==> run_1/floorplan.png <==
Scale bar: 50 microns. Pins as bars on the die edge.
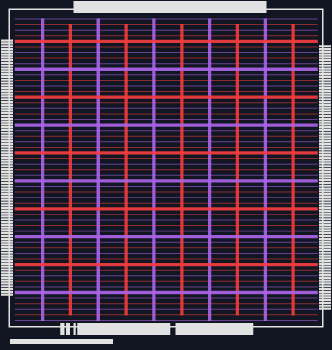
==> run_1/m2.png <==
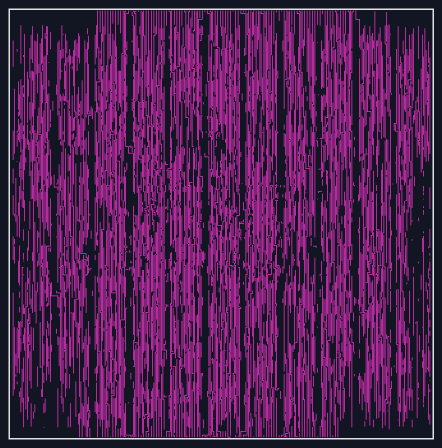
==> run_1/layers.png <==
Scale bar: 50 microns. Only two layers are drawn.
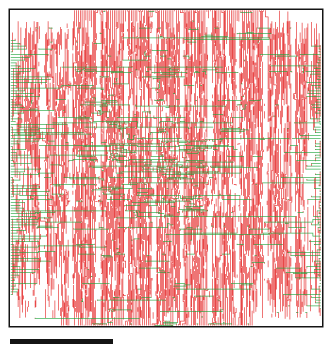
`config.mk`:
```
export PLATFORM = sky130hd
export DESIGN_NAME = ecc_124_cal
export DESIGN_NICKNAME = d
export VERILOG_FILES = /design/src/rtl/ecc_lockstep_chk.sv
export SDC_FILE = /design/constraint.sdc
export NUM_CORES = 1
export LEC_CHECK = 0
export CAP_MARGIN = 20
export CORE_AREA = 2 2 150 152
export DETAILED_ROUTE_END_ITERATION = 6
export DIE_AREA = 0 0 152 154
export PLACE_DENSITY = 0.6
export SYNTH_ARGS = -nofsm -noshare
export SYNTH_HDL_FRONTEND = slang
export SYNTH_SLANG_ARGS = --single-unit
```
`constraint.sdc`:
```
create_clock -name vclk -period 5.6
set_input_delay 1.12 -clock vclk [all_inputs]
set_output_delay 1.12 -clock vclk [all_outputs]
set_load 0.05 [all_outputs]
```
`src/rtl/ecc_lockstep_chk.sv`:
```
// Lockstep SECDED read-path checker: two identical decoders, a result compare, registered
// outputs, saturating event counters, a sticky fault flag and a fault-injection hook.

// Extended Hamming decoder. Code positions 1..N: powers of two hold parity_in[k],
// the other positions hold data bits in ascending order; parity_in[MSB] is overall parity.
module ecc_124_cal #(
  parameter int DATA_WIDTH   = 124,
  parameter int PARITY_WIDTH = 9
) (
  input  logic [DATA_WIDTH-1:0]   data_in,
  input  logic [PARITY_WIDTH-1:0] parity_in,
  input  logic                    bypass,
  output logic [DATA_WIDTH-1:0]   data_out,
  output logic                    sbit_err,
  output logic                    dbit_err,
  output logic [DATA_WIDTH-1:0]   mask
);
  localparam int HW = PARITY_WIDTH - 1;

  function automatic int data_pos(input int idx);
    int cnt;
    int res;
    cnt = 0;
    res = 0;
    for (int p = 1; p < (1 << HW); p++) begin
      if ((p & (p - 1)) != 0) begin
        if (cnt == idx) res = p;
        cnt++;
      end
    end
    return res;
  endfunction

  function automatic logic [DATA_WIDTH-1:0] col_mask(input int k);
    logic [DATA_WIDTH-1:0] m;
    int cnt;
    m   = '0;
    cnt = 0;
    for (int p = 1; p < (1 << HW); p++) begin
      if ((p & (p - 1)) != 0) begin
        if (cnt < DATA_WIDTH) m[cnt] = (((p >> k) & 1) != 0);
        cnt++;
      end
    end
    return m;
  endfunction

  localparam int            MAX_POS   = data_pos(DATA_WIDTH - 1);
  localparam logic [HW-1:0] MAX_POS_V = MAX_POS[HW-1:0];

  logic [HW-1:0]         syn;
  logic [DATA_WIDTH-1:0] hit;
  logic                  ovr;
  logic                  in_range;
  logic                  corr;

  for (genvar k = 0; k < HW; k++) begin : g_syn
    localparam logic [DATA_WIDTH-1:0] CM = col_mask(k);
    assign syn[k] = parity_in[k] ^ (^(data_in & CM));
  end

  for (genvar i = 0; i < DATA_WIDTH; i++) begin : g_hit
    localparam int P = data_pos(i);
    assign hit[i] = (syn == P[HW-1:0]);
  end

  assign ovr      = (^data_in) ^ (^parity_in);
  assign in_range = (syn <= MAX_POS_V);
  // Odd overall parity with a syndrome beyond the last code position cannot be a single flip.
  assign corr     = ~bypass & ovr & in_range;

  assign mask     = hit & {DATA_WIDTH{corr}};
  assign data_out = data_in ^ mask;
  assign sbit_err = corr;
  assign dbit_err = ~bypass & ((~ovr & (syn != '0)) | (ovr & ~in_range));
endmodule


```
==> results.txt <==
vias: 9175
leading cell types by total area after synthesis: xnor2_1 44%, xor2_1 12%, xnor3_1 10%
Seq/Total Area, Yosys: 0%
dominant kind of cell by area: buffers
P&R area growth vs syn: 286%
dominant logic cell type in the layout: buf_12
crit start category: input port
Worst Setup SP: data_in[40]
CP Capture Type: primary output
Net Switching: 8.10 mW
num sequential: 0
nonclk inv count: 83
combinational share of cell area: 46.3%
final worst slack: -0.434 ns
Worst path depth: 15
drt pass-1 iters: 5
hold path depth: 3
fin. max-slew vios: 0
most frequent cells in the layout: 286 x buf_12, 281 x buf_4, 95 x xnor2_2, 93 x xnor2_1, 93 x buf_6
worst stage delay on the critical path: 0.50 ns
multi-input logic area: 9430 sq um
# fillers: 558
Sequential Power Share: 0%
count of cell types in the netlist: 35
Pwr Total: 15.1 mW
pwr/cell area: 741 nW/um^2
Largest logic family: XOR/XNOR gates
cell count after synthesis: 660
unrepaired setup endpoints after global routing: true
Yosys Warn Count: 0
Max VDD drop: 0.985 mV
Tcrit/Tclk final: 108%
max_slew headroom: 59.8%
Top power group: combinational cells
ratio of cells with drive above 1 in the final layout: 81.4%
Syn Area/Cell: 8.00 sq um
Setup Viol. Count Final: 249
CP max stage cell: xnor3_2
Buf/Inv on CP: 6
placed insts: 1611
switch share: 53.7%
GRT Total Usage: 30.7%
Seq. pwr: 0 mW
#MultiIn Comb: 552
Antenna Violating Nets Remaining: 0
commonest cells in the netlist: 264 x xnor2_1, 83 x inv_1, 74 x xor2_1, 50 x nand2_1, 30 x nor3_1
num ports: 384
cell type with the largest total area: xnor2_1
area share of fa/ha/maj cells after synthesis: 0%
P_comb: 15.1 mW
post-CTS setup buffer count: 58
Worst Hold Class: input port to primary output
post-layout min period: 6.03 ns
P_clk: 0.000000167 mW
MaxCap Viol Count: 0
count leader, synth: xnor2_1
failing checks: setup timing
first-pass GRT wire length: 55000 microns
Final clock-cell share: 0%
drt total wl: 51200 microns
buffer share of cell area: 50.0%
GPL Wtd Cong: 0.870
Sequential Area: 0 sq um
Die Wd: 152 microns
Clock power frac: 0%
Area leader share: 43.8%
FP Util: 24.3%
Post-Syn Area: 5280 sq um
HP Start: data_in[110]
Tightest Pin Transition: 0.603 ns
initial antenna violation count: 6
largest net degree at the start of global routing: 20
standard-cell rows: 54
hold endpoint: data_out[110]
vias per cell: 5.34
drt wl/cell: 29.8 microns
yosys synthesis chip area: 5280 sq um
port bufs: 384
drt drc: 0
Comb power frac: 100.0%
status: finished with violations
yosys cell count: 660
core area: 21700 sq um
Tool Warnings: 36
xor+xnor area frac: 68.9%
DIE HEIGHT: 154 microns
Worst Setup EP: data_out[99]
n_diodes: 7
Synth Area in Compound Gates: 2.96%
Non-clk bufs: 796
Die ar.: 23400 sq um
Tap Cells: 280
leakage: 9.60 nW
hold_buf cts: 0
Required @ worst endpoint: 4.48 ns
P_int: 6.99 mW
Mux area share: 0%
Detail Placement HPWL: 29000 microns
cell mode on critical path: buf_4
Final Non-Filler Cells: 1718
Notes on floorplan.png above:
[VDD] red
[VSS] purple
signal pins: 384
met5 straps: 10
met4 straps: 10

Notes on m2.png above:
share of all routed wire: 52%
wire length on this layer: 26.8 mm
longest straight run: 72.4 microns

Notes on layers.png above:
[M3] green | wire length: 4360 microns
[M2] red | wire length: 26.8 mm

==> run 1: through the flow <==
stage | hold slack [ns] | cell area, sq um | worst slack (ns) | setup TNS (ns) | utilization (%)
2_1_floorplan | 2.36 | 7300 | -0.404 | -10.10 | -
3_3_place_gp | 2.90 | 16400 | -0.579 | -94.99 | 75.5
3_5_place_dp | 2.92 | 16400 | -0.695 | -114.57 | 75.5
4_1_cts | 2.60 | 18500 | -0.198 | -8.94 | 85.3
5_1_grt | 2.61 | 20400 | -0.486 | -71.93 | 93.9
6_report | 2.60 | 20400 | -0.434 | -59.64 | 93.9
==> run 1: metal layers <==
metal	share of wire [%]	wire, microns	global-route usage, %	vias up
met5	0	0	0	-
met4	7.4	3810	8.06	0
met3	8.5	4360	5.47	260
met2	52	26800	57.9	727
met1	32	16300	35.6	4527
li1	-	-	-	3661
Power and IR drop assume default switching activity.
